Run 1, met1 routing:
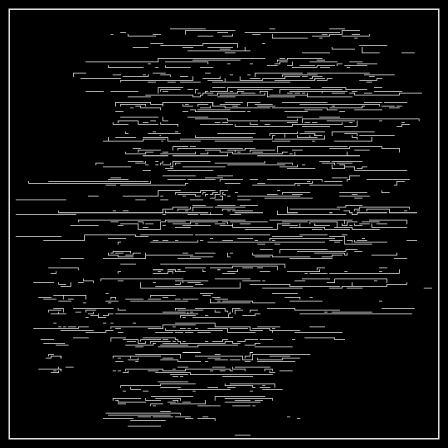
Run 1, metal 2:
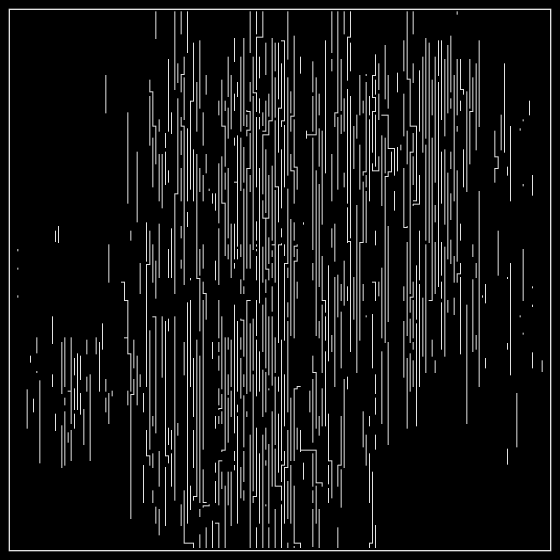
Run 1, the metal 3 layer:
The bar under the picture is 20 um long.
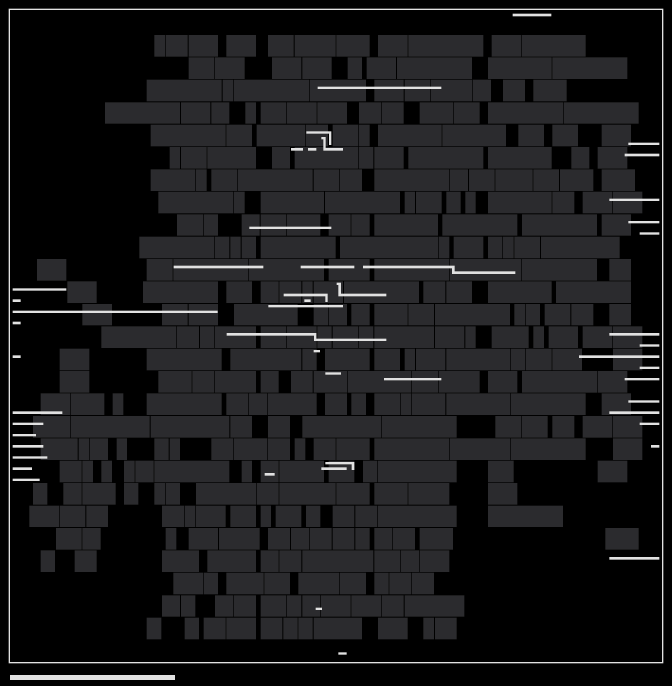
--- src/rtl/multicycle_control.sv ---
// Multi-cycle FETCH/DECODE/EXEC/MEM/WB sequencer for an RV32I subset with one shared memory port.
// Build macro ILLEGAL_TRAP_EN: illegal opcodes halt and set illegal_instr instead of retiring as NOPs.
module multicycle_control #(
  parameter int CNT_W       = 32,
  parameter int MEM_TIMEOUT = 0
) (
  input  logic             clk,
  input  logic             rst_n,
  input  logic [6:0]       opcode,
  input  logic             zero,
  input  logic             mem_ready,
  output logic             mem_req,
  output logic             mem_we,
  output logic             iord,
  output logic             ir_write,
  output logic             pc_write,
  output logic [1:0]       pc_src,
  output logic             alu_src_b,
  output logic [1:0]       alu_op,
  output logic             reg_write,
  output logic [1:0]       wb_sel,
  output logic [2:0]       state_o,
  output logic [CNT_W-1:0] instret,
  output logic             bus_error,
  output logic             illegal_instr
);

  typedef enum logic [2:0] {
    S_FETCH  = 3'd0,
    S_DECODE = 3'd1,
    S_EXEC   = 3'd2,
    S_MEM    = 3'd3,
    S_WB     = 3'd4,
    S_HALT   = 3'd5
  } state_t;

  typedef enum logic [2:0] {
    C_R, C_IARITH, C_LOAD, C_STORE, C_BRANCH, C_JAL, C_LUI, C_ILLEGAL
  } class_t;

  localparam logic [6:0] OP_R      = 7'b0110011;
  localparam logic [6:0] OP_IARITH = 7'b0010011;
  localparam logic [6:0] OP_LOAD   = 7'b0000011;
  localparam logic [6:0] OP_STORE  = 7'b0100011;
  localparam logic [6:0] OP_BRANCH = 7'b1100011;
  localparam logic [6:0] OP_JAL    = 7'b1101111;
  localparam logic [6:0] OP_LUI    = 7'b0110111;

  state_t           state_reg, state_next;
  class_t           class_reg, class_dec;
  logic [CNT_W-1:0] instret_reg;
  logic             bus_error_reg;
  logic             retire;
  logic             timeout_hit;
  logic             mem_wait;

  assign mem_wait = (state_reg == S_FETCH) || (state_reg == S_MEM);

  always_comb begin
    class_dec = C_ILLEGAL;
    case (opcode)
      OP_R:      class_dec = C_R;
      OP_IARITH: class_dec = C_IARITH;
      OP_LOAD:   class_dec = C_LOAD;
      OP_STORE:  class_dec = C_STORE;
      OP_BRANCH: class_dec = C_BRANCH;
      OP_JAL:    class_dec = C_JAL;
      OP_LUI:    class_dec = C_LUI;
      default:   class_dec = C_ILLEGAL;
    endcase
  end

  // Wait counter exists only when a timeout limit is configured; it tracks
  // consecutive unanswered request cycles and a same-cycle mem_ready wins.
  generate
    if (MEM_TIMEOUT > 0) begin : g_timeout
      localparam int WAIT_W = (MEM_TIMEOUT > 1) ? $clog2(MEM_TIMEOUT) : 1;
      localparam logic [WAIT_W-1:0] LIMIT = WAIT_W'(MEM_TIMEOUT - 1);
      logic [WAIT_W-1:0] wait_cnt_reg;

      always_ff @(posedge clk or negedge rst_n) begin
        if (!rst_n) begin
          wait_cnt_reg <= '0;
        end else if (mem_wait && !mem_ready && !timeout_hit) begin
          wait_cnt_reg <= wait_cnt_reg + 1'b1;
        end else begin
          wait_cnt_reg <= '0;
        end
      end

      assign timeout_hit = mem_wait && !mem_ready && (wait_cnt_reg == LIMIT);
    end else begin : g_no_timeout
      assign timeout_hit = 1'b0;
    end
  endgenerate

  always_ff @(posedge clk or negedge rst_n) begin
    if (!rst_n) begin
      state_reg     <= S_FETCH;
      class_reg     <= C_R;
      instret_reg   <= '0;
      bus_error_reg <= 1'b0;
    end else begin
      state_reg <= state_next;
      if (state_reg == S_DECODE) begin
        class_reg <= class_dec;
      end
      if (retire) begin
        instret_reg <= instret_reg + 1'b1;
      end
      if (timeout_hit) begin
        bus_error_reg <= 1'b1;
      end
    end
  end

  always_comb begin
    state_next = state_reg;
    retire     = 1'b0;
    case (state_reg)
      S_FETCH: begin
        if (mem_ready) begin
          state_next = S_DECODE;
        end else if (timeout_hit) begin
          state_next = S_HALT;
        end
      end
      S_DECODE: begin
        if (class_dec == C_ILLEGAL) begin
`ifdef ILLEGAL_TRAP_EN
          state_next = S_HALT;
`else
          state_next = S_FETCH;
          retire     = 1'b1;
`endif
        end else begin
          state_next = S_EXEC;
        end
      end
      S_EXEC: begin
        case (class_reg)
          C_LOAD, C_STORE: state_next = S_MEM;
          C_BRANCH: begin
            state_next = S_FETCH;
            retire     = 1'b1;
          end
          C_R, C_IARITH, C_JAL, C_LUI: state_next = S_WB;
          default: state_next = S_FETCH;
        endcase
      end
      S_MEM: begin
        if (mem_ready) begin
          if (class_reg == C_STORE) begin
            state_next = S_FETCH;
            retire     = 1'b1;
          end else begin
            state_next = S_WB;
          end
        end else if (timeout_hit) begin
          state_next = S_HALT;
        end
      end
      S_WB: begin
        state_next = S_FETCH;
        retire     = 1'b1;
      end
      S_HALT:  state_next = S_HALT;
      default: state_next = S_FETCH;
    endcase
  end

  // Everything here is gated by rst_n so a reset mid-access drops the bus at once.
  always_comb begin
    mem_req   = 1'b0;
    mem_we    = 1'b0;
    iord      = 1'b0;
    ir_write  = 1'b0;
    pc_write  = 1'b0;
    pc_src    = 2'b00;
    alu_src_b = 1'b0;
    alu_op    = 2'b00;
    reg_write = 1'b0;
    wb_sel    = 2'b00;
    if (rst_n) begin
      mem_req = mem_wait;
      case (state_reg)
        S_FETCH: begin
          ir_write = mem_ready;
          pc_write = mem_ready;
        end
        S_EXEC: begin
          case (class_reg)
            C_R: alu_op = 2'b10;
            C_IARITH: begin
              alu_op    = 2'b10;
              alu_src_b = 1'b1;
            end
            C_LOAD, C_STORE: alu_src_b = 1'b1;
            C_BRANCH: begin
              alu_op   = 2'b01;
              pc_write = zero;
              pc_src   = 2'b01;
            end
            C_JAL: begin
              pc_write = 1'b1;
              pc_src   = 2'b10;
            end
            default: ;
          endcase
        end
        S_MEM: begin
          iord   = 1'b1;
          mem_we = (class_reg == C_STORE);
        end
        S_WB: begin
          reg_write = 1'b1;
          case (class_reg)
            C_LOAD:  wb_sel = 2'b01;
            C_JAL:   wb_sel = 2'b10;
            C_LUI:   wb_sel = 2'b11;
            default: wb_sel = 2'b00;
          endcase
        end
        default: ;
      endcase
    end
  end

  assign state_o   = state_reg;
  assign instret   = instret_reg;
  assign bus_error = bus_error_reg;

`ifdef ILLEGAL_TRAP_EN
  logic illegal_reg;
  always_ff @(posedge clk or negedge rst_n) begin
    if (!rst_n) begin
      illegal_reg <= 1'b0;
    end else if (state_reg == S_DECODE && class_dec == C_ILLEGAL) begin
      illegal_reg <= 1'b1;
    end
  end
  assign illegal_instr = illegal_reg;
`else
  assign illegal_instr = 1'b0;
`endif

endmodule

--- config.mk ---
export PLATFORM = sky130hd
export DESIGN_NAME = multicycle_control
export DESIGN_NICKNAME = d
export VERILOG_FILES = /design/src/rtl/multicycle_control.sv
export SDC_FILE = /design/constraint.sdc
export NUM_CORES = 1
export LEC_CHECK = 0
export CAP_MARGIN = 20
export CORE_MARGIN = 2
export CORE_UTILIZATION = 40
export DETAILED_ROUTE_END_ITERATION = 6
export GPL_TIMING_DRIVEN = 0
export PLACE_DENSITY = 0.79
export SLEW_MARGIN = 20
export SYNTH_ARGS = -nofsm -noshare
export SYNTH_HDL_FRONTEND = slang
export SYNTH_SLANG_ARGS = --single-unit
--- constraint.sdc ---
create_clock -name clk -period 1.9 [get_ports clk]
set_input_delay 0.38 -clock clk [delete_from_list [all_inputs] [get_ports clk]]
set_output_delay 0.38 -clock clk [all_outputs]
set_load 0.005 [all_outputs]
==> out/metrics.yaml, run 1 <==
outcome: "complete, but fails checks"
failed_checks: "setup timing"
antenna_found_initial: 0
layout-drive-gt1-share_pct: 40.5
setup_slack_ns: -0.328
root_buffer: "clkbuf_8"
grt_start_max_net_pins: 16
tightest_slew_ns: 0.503
nNetsFinal: 344
netlist_top_cells_count: "dfrtp_1 (38), xor2_1 (29), nand2_1 (19)"
arrival_ns: 2.45
ys_sh_mux_pct: 0.499
viasPerCell: 5.58
ys_cells: 225
reg2reg_slack_ns: -0.33
setup_viol: 25
timing.rr.start: "instret[8]$_DFFE_PN0P_"
path_cells: "and3_1 -> buf_6 -> nand4_1 -> buf_4 -> or3_4 -> nor4_4 -> xor2_1"
crit_cells: 7
ys_sh_xor_pct: 12.8
flop_cell: "dfrtp_1"
Back to the opening pictures, 'met1 routing':
wire length on this layer: 3150 um
main direction: horizontal
share of all routed wire: 43%
nets with wire on the layer: 300
met1 GRT Util: 24.2%
final wirelength: 7260 um
overall via count from detail_route: 2248

Back to the opening pictures, 'metal 2':
main direction: vertical
wire length on this layer: 3700 um
longest straight run: 32.3 um
share of all routed wire: 51%
nets with wire on the layer: 322

Back to the opening pictures, 'the metal 3 layer':
nets with wire on the layer: 42
main direction: horizontal

[run 1: power by group]
| group | internal [mW] | total [mW] | switching, mW | leakage (nW) |
|---|---|---|---|---|
| Sequential | 0.917 | 1.08 | 0.166 | 0.386 |
| Combinational | 0.593 | 1.24 | 0.642 | 1.23 |
| Clock | 0.280 | 0.564 | 0.283 | 0.0431 |
| Total | 1.79 | 2.88 | 1.09 | 1.66 |
[run 1: final cells by class]
type / count / area (um^2)
Fill cell: 366 / 1640
Multi-Input combinational cell: 168 / 1600
Sequential cell: 38 / 957
Timing Repair Buffer: 101 / 956
Buffer: 11 / 111
Tap cell: 72 / 90.1
Clock buffer: 6 / 82.6
Inverter: 7 / 33.8
## Run 2: what changed since run 1
- MAX_ROUTING_LAYER: unset -> met4
==> run 2 against run 1 <==
  * The flow still finishes with violations (setup timing)
  * Area after synthesis is the same
  * Via count grew 0.76%
  * Register-to-register slack lost 0.03 ns
  * Wire length shrank 0.32%
  * Cell count is the same
  * Critical path depth is the same
  * Critical path type unchanged
  * Highest routed layer unchanged
==> out/metrics.yaml, run 2 <==
root_buffer: "clkbuf_8"
setup_slack_ns: -0.355  # -0.0274 ns
regArea_um2: 957  # unchanged
timing.rr.start: "instret[8]$_DFFE_PN0P_"
drt_wl_total_um: 7240  # -0.32%
setup_viol: 24  # -4.0%
end_kind: "register"
r2r-end: "instret[21]$_DFFE_PN0P_"
ys_sh_aoi_pct: 6.43
initial_utilization_pct: 41.3
fin_skew_ns: 0.0109
antenna_found_initial: 0  # unchanged
path_cells: "and3_1 -> buf_6 -> nand4_1 -> buf_4 -> or3_4 -> nor4_4 -> xor2_1"
netlist_top_cells_count: "dfrtp_1 (38), xor2_1 (29), nand2_1 (19)"
layout-drive-gt1-share_pct: 40.5  # unchanged
grt_start_max_net_pins: 16  # unchanged
nNetsFinal: 344  # unchanged
outcome: "complete, but fails checks"
crit_cells: 7  # unchanged
antenna_cells: 0
hold_slack_ns: 0.124
ys_sh_xor_pct: 12.8  # unchanged
flop_cell: "dfrtp_1"
failed_checks: "setup timing"
arrival_ns: 2.47  # +0.02 ns
async_flop_share_pct: 100
ys_cells: 225  # unchanged
yosysWarningCount: 0
insertion_delay_ns: 0.30
area.growth.synth_to_final_pct: 69.7
drcViolationCount: 0
core_mm2: 0.00547
viasPerCell: 5.62  # +0.76%
cp_max_fo: 7
nFillCells: 366  # unchanged
vias: 2265  # +0.76%
comb_area_mm2: 0.00160  # unchanged
grt_util_met1_pct: 24.2  # unchanged
ys_sh_mux_pct: 0.499  # unchanged
-- run 2: layout make-up --
| class | instances | share of cell area (%) |
|---|---|---|
| inverter | 7 | 0.881 |
| timing repair buffer | 101 | 24.9 |
| sequential | 38 | 25.0 |
| clock buffer | 6 | 2.15 |
| buffer | 11 | 2.91 |
| tap | 72 | 2.35 |
| multi-input combinational | 168 | 41.8 |
-- run 2: timing repair --
item,in CTS,in global routing
pin swaps,8,37
endpoints found under the setup margin,45,41
gates cloned,1,3
hold endpoints to repair,11,3
setup buffers,11,26
hold buffers,1,2
gates resized,76,81
-- run 2: power by group --
| part | switching, mW | leakage (nW) | internal, mW |
|---|---|---|---|
| Clock | 0.282 | 0.0431 | 0.280 |
| Combinational | 0.639 | 1.23 | 0.593 |
| Sequential | 0.165 | 0.386 | 0.917 |
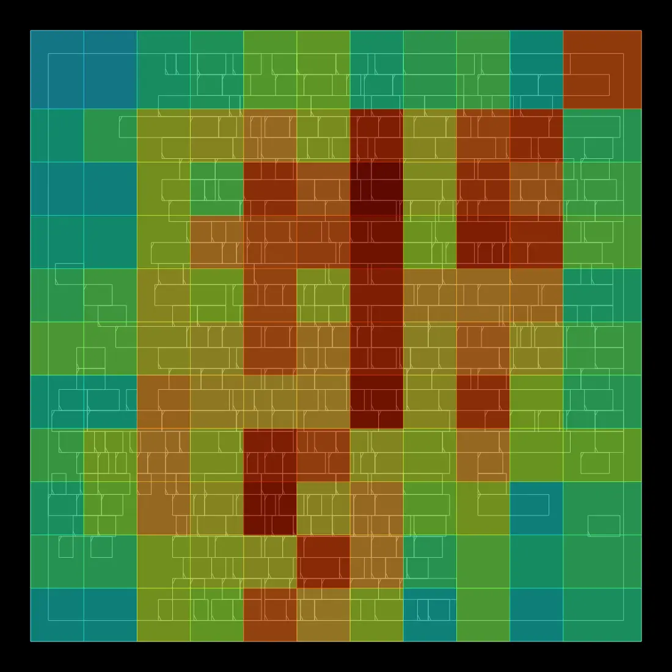
Run 2: track usage over the die
gr usage total: 19.6%
grt met3 use: 4.09%

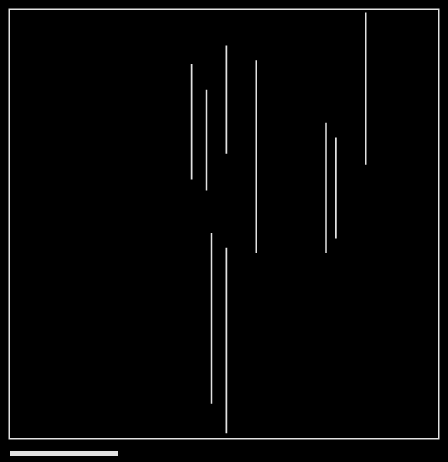
Run 2: metal 4
The bar under the picture is 20 um long.
longest straight run: 35.4 um
main direction: vertical
nets with wire on the layer: 9

Run 2, met1 routing:
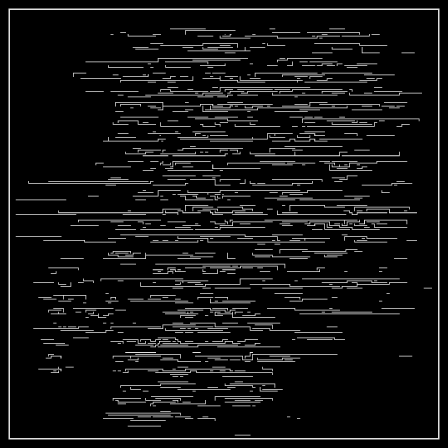

## Run 3: what changed since run 2
- SETUP_SLACK_MARGIN: unset -> 0.3
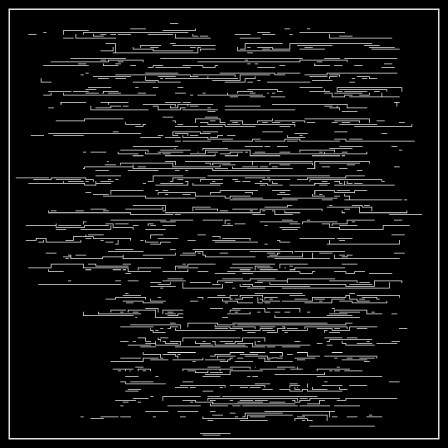
Run 3: met1 routing
share of all routed wire: 41%
wire length on this layer: 3480 um
met1 GRT Util: 32.5%
final wirelength: 8500 um
overall via count from detail_route: 2416

==> run 3 against run 2 <==
  * Non-clock buffer count is 37 higher
  * Clock skew is 0.0045 ns lower
  * Highest routed layer unchanged
  * Flip-flop count stayed put
  * The run still ends with setup timing left
  * Area after synthesis stayed put
  * Combinational power is about 30% higher
  * Via count is 6.7% higher
  * Core utilization is 9.8 points higher
  * Worst setup slack better by 0.15 ns
  * Die area stayed put
  * Wire length is 17% higher
==> out/metrics.yaml, run 3 <==
cts_resized: 161  # +110%
internal-power_mw: 1.99  # +11%
ys_sh_mux_pct: 0.499  # unchanged
power_switching_mw: 1.24  # +14%
core_mm2: 0.00547  # unchanged
insertion_delay_ns: 0.30  # about the same
regArea_um2: 957  # unchanged
grt_usage_pct: 26.2  # +6.6 points
ys_sh_xor_pct: 12.8  # unchanged
r2r-end: "instret[29]$_DFFE_PN0P_"
setup_slack_ns: -0.210  # +0.145 ns
comb_area_mm2: 0.00178  # +11%
grt_start_max_net_pins: 23  # +7
hold_slack_ns: 0.108  # -0.0160 ns
fin_skew_ns: 0.00639  # -0.00454 ns
holdBufCountCts: 1  # unchanged
ys_cells: 225  # unchanged
p_clk_mw: 0.571  # +1%
netlist_top_cells_count: "dfrtp_1 (38), xor2_1 (29), nand2_1 (19)"
outcome: "complete, but fails checks"
pg_comb_mw: 1.60  # +30%
failed_checks: "setup timing"
setup_viol: 40  # +67%
power.share.sequential_pct: 32.6  # -5.0 points
crit_cells: 9  # +2
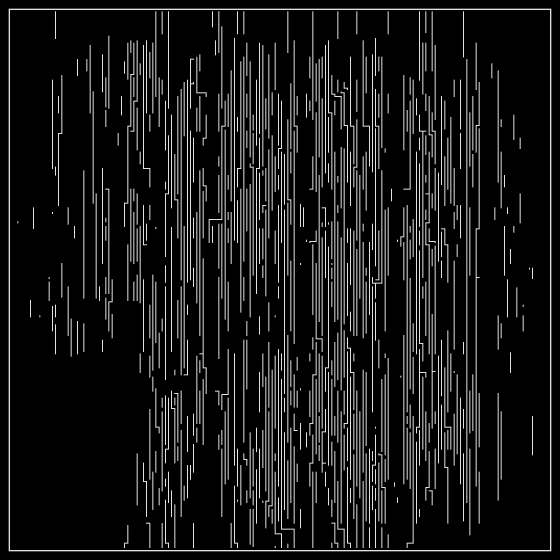
Run 3: metal 2
longest straight run: 64.9 um
share of all routed wire: 52%
GR Util met2: 43.7%

==> run 3: cell counts after synthesis <==
No cell type changed its count.
==> run 3: per-layer routing <==
layer | GRT usage (%) | vias up | routed length [um]
met5 | - | - | 0
met4 | 11.0 | 0 | 234
met3 | 2.84 | 20 | 385
met2 | 43.7 | 84 | 4400
met1 | 32.5 | 1222 | 3480
li1 | - | 1090 | -
==> run 3: cell type report <==
type / count / share of cell area [%]
Multi-Input combinational cell: 168 / 40.7
Timing Repair Buffer: 136 / 28.8
Sequential cell: 38 / 21.9
Buffer: 13 / 3.75
Tap cell: 72 / 2.06
Clock buffer: 7 / 1.98
Inverter: 7 / 0.773
Antenna cell: 1 / 0.0573
No activity file was given, so power comes from the tool's default toggle rates.
